### Routing congestion, run 1

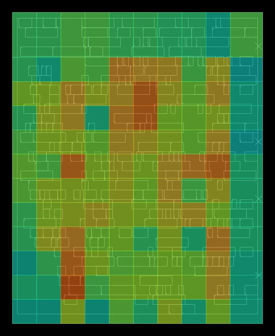
### Routed clock nets over the placement, run 1

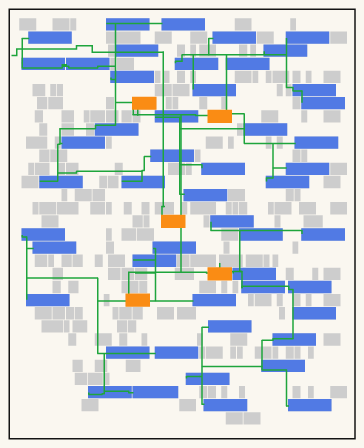
### Routed metal, one colour a layer, run 1

Only two layers are drawn.
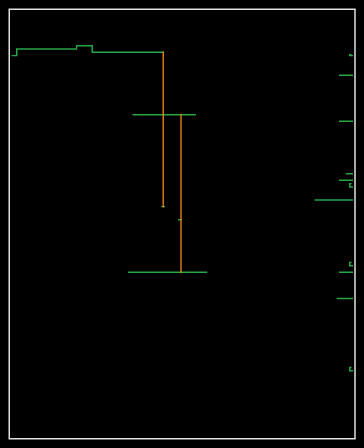
### Pin placement, run 1

Pins as bars across the die edge, other pins in grey.
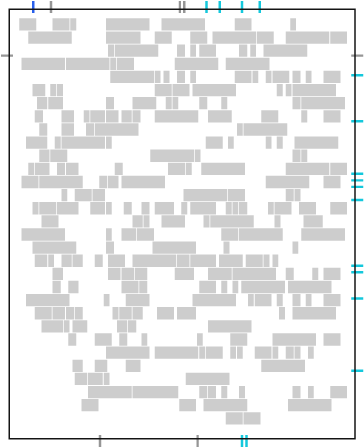
`src/rtl/hc165_reader.sv`:
```
// hc165_reader: loads, clocks and samples a 74HC165 chain MSB-first and presents the word.
// Optional HC165_AUTOSCAN_EN: rescan continuously and ignore the start port.
module hc165_reader #(
  parameter int WIDTH  = 16,
  parameter int CLKDIV = 25
) (
  input  logic             clk,
  input  logic             rst,
  input  logic             start,
  input  logic             in165,
  output logic             ld165,
  output logic             clk165,
  output logic [WIDTH-1:0] data_out,
  output logic             valid,
  output logic             busy
);

  localparam int PW = (CLKDIV > 1) ? $clog2(CLKDIV) : 1;
  localparam int BW = (WIDTH > 1) ? $clog2(WIDTH) : 1;
  localparam logic [PW-1:0] PHASE_LAST = PW'(CLKDIV - 1);
  localparam logic [BW-1:0] BIT_LAST   = BW'(WIDTH - 1);

  typedef enum logic [2:0] {
    IDLE,
    LOAD,
    SETTLE,
    SHIFT_LO,
    SHIFT_HI,
    DONE
  } state_e;

  state_e           state_q, state_d;
  logic [PW-1:0]    phase_q, phase_d;
  logic [BW-1:0]    bit_q, bit_d;
  logic [WIDTH-1:0] sr_q, sr_d;
  logic [WIDTH-1:0] srShifted;
  logic             sync1_q, sync2_q;
  logic             ld165_q, clk165_q, busy_q, valid_q;
  logic [WIDTH-1:0] data_q;
  logic             scanReq;
  logic             phaseLast;

`ifdef HC165_AUTOSCAN_EN
  logic unusedStart;
  assign unusedStart = start;
  assign scanReq     = 1'b1;
`else
  assign scanReq = start;
`endif

  assign phaseLast = (phase_q == PHASE_LAST);

  // A one-bit chain has nothing to shift along, the sample simply replaces the register.
  generate
    if (WIDTH == 1) begin : g_single
      assign srShifted = sync2_q;
    end else begin : g_chain
      assign srShifted = {sr_q[WIDTH-2:0], sync2_q};
    end
  endgenerate

  always_ff @(posedge clk or posedge rst) begin
    if (rst) begin
      sync1_q <= 1'b0;
      sync2_q <= 1'b0;
    end else begin
      sync1_q <= in165;
      sync2_q <= sync1_q;
    end
  end

  always_ff @(posedge clk or posedge rst) begin
    if (rst) begin
      state_q <= IDLE;
      phase_q <= '0;
      bit_q   <= '0;
      sr_q    <= '0;
    end else begin
      state_q <= state_d;
      phase_q <= phase_d;
      bit_q   <= bit_d;
      sr_q    <= sr_d;
    end
  end

  always_comb begin
    state_d = state_q;
    phase_d = phase_q;
    bit_d   = bit_q;
    sr_d    = sr_q;
    case (state_q)
      IDLE: begin
        phase_d = '0;
        if (scanReq) begin
          state_d = LOAD;
          bit_d   = '0;
          sr_d    = '0;
        end
      end
      LOAD: begin
        if (phaseLast) begin
          phase_d = '0;
          state_d = SETTLE;
        end else begin
          phase_d = phase_q + 1'b1;
        end
      end
      SETTLE: begin
        if (phaseLast) begin
          phase_d = '0;
          state_d = SHIFT_LO;
        end else begin
          phase_d = phase_q + 1'b1;
        end
      end
      SHIFT_LO: begin
        if (phaseLast) begin
          phase_d = '0;
          sr_d    = srShifted;
          state_d = SHIFT_HI;
        end else begin
          phase_d = phase_q + 1'b1;
        end
      end
      SHIFT_HI: begin
        if (phaseLast) begin
          phase_d = '0;
          if (bit_q == BIT_LAST) begin
            state_d = DONE;
          end else begin
            bit_d   = bit_q + 1'b1;
            state_d = SHIFT_LO;
          end
        end else begin
          phase_d = phase_q + 1'b1;
        end
      end
      DONE: begin
        state_d = IDLE;
      end
      default: begin
        state_d = IDLE;
      end
    endcase
  end

  // Outputs are registered images of the current state, so every one lags the state by a cycle.
  always_ff @(posedge clk or posedge rst) begin
    if (rst) begin
      ld165_q  <= 1'b1;
      clk165_q <= 1'b0;
      busy_q   <= 1'b0;
      valid_q  <= 1'b0;
      data_q   <= '0;
    end else begin
      ld165_q  <= (state_q != LOAD);
      clk165_q <= (state_q == SHIFT_HI);
      busy_q   <= (state_q != IDLE);
      valid_q  <= (state_q == DONE);
      if (state_q == DONE) begin
        data_q <= sr_q;
      end
    end
  end

  assign ld165    = ld165_q;
  assign clk165   = clk165_q;
  assign busy     = busy_q;
  assign valid    = valid_q;
  assign data_out = data_q;

endmodule

```
`config.mk`:
```
export PLATFORM = sky130hd
export DESIGN_NAME = hc165_reader
export DESIGN_NICKNAME = d
export VERILOG_FILES = /design/src/rtl/hc165_reader.sv
export SDC_FILE = /design/constraint.sdc
export NUM_CORES = 1
export LEC_CHECK = 0
export CELL_PAD_IN_SITES_DETAIL_PLACEMENT = 0
export CELL_PAD_IN_SITES_GLOBAL_PLACEMENT = 2
export CORE_ASPECT_RATIO = 1.25
export CORE_UTILIZATION = 38
export CTS_BUF_LIST = sky130_fd_sc_hd__clkbuf_8
export DETAILED_ROUTE_END_ITERATION = 16
export GPL_TIMING_DRIVEN = 0
export PLACE_DENSITY_LB_ADDON = 0.1
export SYNTH_ARGS = -nofsm -noshare
export SYNTH_HDL_FRONTEND = slang
export SYNTH_SLANG_ARGS = --single-unit
```
`constraint.sdc`:
```
create_clock -name clk -period 1.85 [get_ports clk]
set_input_delay 0.185 -clock clk [delete_from_list [all_inputs] [get_ports clk]]
set_output_delay 0.185 -clock clk [all_outputs]
set_load 0.005 [all_outputs]
```
==> flow_summary_export.csv, run 1 <==
group,metric,value,unit
run_status,status,"complete, but fails checks",
run_status,violations,"DRC",
worst_setup_path,cp.arrival,1950,ps
final_timing,layout_min_cycle_time,1720,ps
worst_setup_path,critPathSlowestCell,"dfrtp_1",
synthesis,numSynthFlops,50,
worst_setup_path,crit_cells,8,
final_timing,holdWs,120,ps
drt,route.detailed.drc,4,
synthesis,ys_top_cells_by_count,"dfrtp_1, nand2_1, inv_1",
drt,vias_per_cell,5.04,
placement,place_area,2620,um2
synthesis,syn_nets,227,
drt,top_layer,"met4",
synthesis,synth_stat.cells,220,
worst_setup_path,path_max_fanout,10,
clock_network,cts_buffer_depth,2,
final_layout,layout.cells.non_filler,321,
synthesis,top_cell_area_share,0.537,
power_and_ir_drop,top_power_group,"registers",
clock_network,cts_made_buffers,5,
worst_setup_path,endpoint,"sr_q[15]$_DFFE_PP0P_",
worst_setup_path,crit_chain,"inv_1 -> ha_1 -> and4b_1 -> buf_4 -> nand3_1 -> buf_6 -> buf_8 -> mux2i_1",
synthesis,synth_cells,220,
final_layout,nets,261,
hold_path,hp-class,"in2async",
final_layout,drive_gt1_frac,0.110,
worst_setup_path,reg2reg_from,"phase_q[0]$_DFFE_PP0P_",
power_and_ir_drop,power.switching,0.000398,W
drt,met2_length,2280,um
power_and_ir_drop,power_leakage,1.46,nW
worst_setup_path,rrSetupSlack,130,ps
final_timing,setup_viol,0,
final_timing,hold_violations,0,
power_and_ir_drop,switching_share,0.220,
power_and_ir_drop,ir_drop,0.000275,V
clock_network,cts_tree,"done",
synthesis,synthArstFlopShare,1.00,
worst_setup_path,crit_path_start,"phase_q[0]$_DFFE_PP0P_",
drt,dr_wl_met3,91,um
final_layout,stdcell_area,2740,um2
final_layout,final_layout_top_logic_cells,"dfrtp_1, nand2_1, inv_1",
synthesis,yosysTopAreaCell,"dfrtp_1",
synthesis,flop_cell,"dfrtp_1",
final_timing,slew_headroom,0.655,
synthesis,yosysChipArea,2280,um2
About 'Routing congestion':
met3 usage: 0.0273
GR Util met1: 0.194
fin util: 0.474
wire per inst: 14.2 um

About 'Routed clock nets over the placement':
clock-net drivers: shown in orange, count 5. clock wires: shown in green, length 650 um. flip-flops: shown in blue, count 50.
Position of the flops: spread over the die.
Clock power frac: 0.373
clock distribution power: 0.000674 W
Latency at later pin: 300 ps
Setup Skew: 5.69 ps

About 'Routed metal, one colour a layer':
M3: shown in green, wire length 92.0 um. M4: shown in orange, wire length 64.6 um.
final WL: 4550 um
Tot GR Track Use: 0.156
via count: 1,617

About 'Pin placement':
in165: shown in blue, pins 1, direction input, edge north. data_out: shown in cyan, pins 16, direction output, edge 10 east, 4 north, 2 south.
x dimension of the die: 71.3 um
port bufs: 23
chip height: 88.7 um

## run 1: per-layer routing
layer | vias up | track usage
li1 | 805 | -
met1 | 790 | 0.194
met2 | 17 | 0.273
met3 | 5 | 0.0273
met4 | 0 | 0.0545
met5 | - | 0
## run 1: area by class of cell
cell class	count	area, um2	share of cell area
flip-flops and latches	50	1250	0.457
multi-input cells	131	837	0.305
repair buffers	27	273	0.0995
plain buffers	14	108	0.0393
inverters	25	93.8	0.0342
clock buffers	6	82.6	0.0301
well taps	66	82.6	0.0301
clock inverters	2	12.5	0.00456
## run 1: kinds of logic after synthesis
logic type | after synthesis | synth area share
simple gates | 71 | 0.158
compound gates | 35 | 0.0948
flops | 50 | 0.548
mux | 21 | 0.0926
buf+inv | 39 | 0.0849
fa+ha+maj | 4 | 0.0208
### Cells coloured by class, run 1

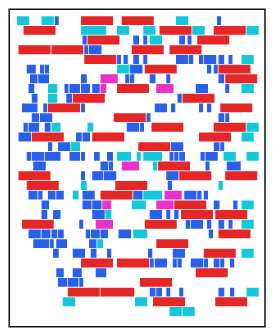

==> run 2: changes to the inputs <==
Settings changed: CAP_MARGIN set to 20, RECOVER_POWER set to 50.
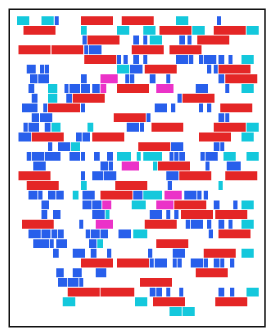
*Cells coloured by class, run 2*
remaining logic cells: shown in blue, cells 156, share of their area 35%. registers: shown in red, cells 50, share of their area 47%. clock drivers and dummy loads: shown in magenta, cells 8, share of their area 3.6%. remaining buffers and delay cells: shown in cyan, cells 41, share of their area 14%.
fin util: 0.472
flop share of the area: 0.460
Final Cell Area: 2730 um2
row count: 31

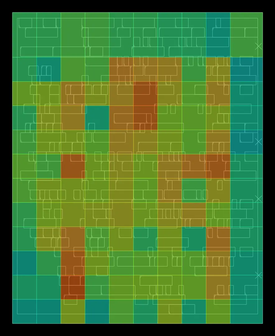
*Routing congestion, run 2*
wire per inst: 14.2 um
grt peak-use layer: met2
GR Layer Usage met2: 0.273

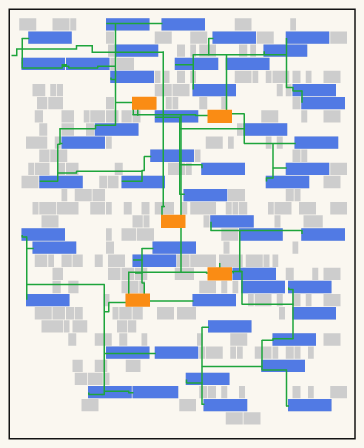
*Routed clock nets over the placement, run 2*
clock-net drivers: shown in orange, count 5. clock wires: shown in green, length 648 um. flip-flops: shown in blue, count 50.
There are 6 routed clock nets.
Clock power frac: 0.375
Setup Skew: 6.33 ps

==> run 2 against run 1 <==
The run still ends with DRC left. Hold slack improved by 180 ps. Global-route usage unchanged. Maximum frequency is 0.20% lower. First-iteration DRC count stayed put. Flip-flop count did not move. Via count increased by 0.56%. Non-clock buffer count unchanged. Synthesized area is the same. Critical path type unchanged. Critical endpoint unchanged. Largest cell class unchanged.
==> flow_summary_export.csv, run 2 <==
group,metric,value,unit
run_status,status,"complete, but fails checks",
run_status,violations,"DRC",
worst_setup_path,crit_cells,8,
global_routing,grt_util_met3,0.0273,
synthesis,synthArstFlopShare,1.00,
power_and_ir_drop,switching_share,0.221,
clock_network,cts_made_buffers,5,
placement,place_area,2620,um2
placement,io_buffers,23,
drt,route.detailed.drc,4,
power_and_ir_drop,ir_drop,0.000274,V
synthesis,simple_gate_area_frac,0.158,
worst_setup_path,rrSetupSlack,120,ps
final_timing,holdWs,298,ps
worst_setup_path,crit_path_start,"phase_q[0]$_DFFE_PP0P_",
worst_setup_path,reg2reg_from,"phase_q[0]$_DFFE_PP0P_",
synthesis,adder_share,0.0208,
final_timing,layout_min_cycle_time,1730,ps
synthesis,synth_cells,220,
synthesis,synth_stat.cells,220,
power_and_ir_drop,power_leakage,1.46,nW
synthesis,flop_cell,"dfrtp_1",
synthesis,yosys.area_share.aoi,0.0948,
synthesis,syn_nets,227,
drt,dr_wl_met3,97,um
## run 2: final cells by class
type / instances / area, um2 / share of cell area
plain buffers: 14 / 106 / 0.0390
inverters: 25 / 93.8 / 0.0344
well taps: 66 / 82.6 / 0.0303
clock buffers: 6 / 82.6 / 0.0303
flip-flops and latches: 50 / 1250 / 0.460
multi-input cells: 131 / 837 / 0.307
clock inverters: 2 / 12.5 / 0.00459
repair buffers: 27 / 258 / 0.0946
## run 2: power groups by stage
stage	Combinational, W	Sequential (W)	Clock [W]
after floorplan	0.0000190	0.00112	0
final	0.0000315	0.00109	0.000675
after CTS	0.0000395	0.00109	0.000697
after detailed placement	0.0000395	0.00112	0
after global routing	0.0000372	0.00110	0.000732
after global placement	0.0000343	0.00112	0
Power and IR drop assume default switching activity.
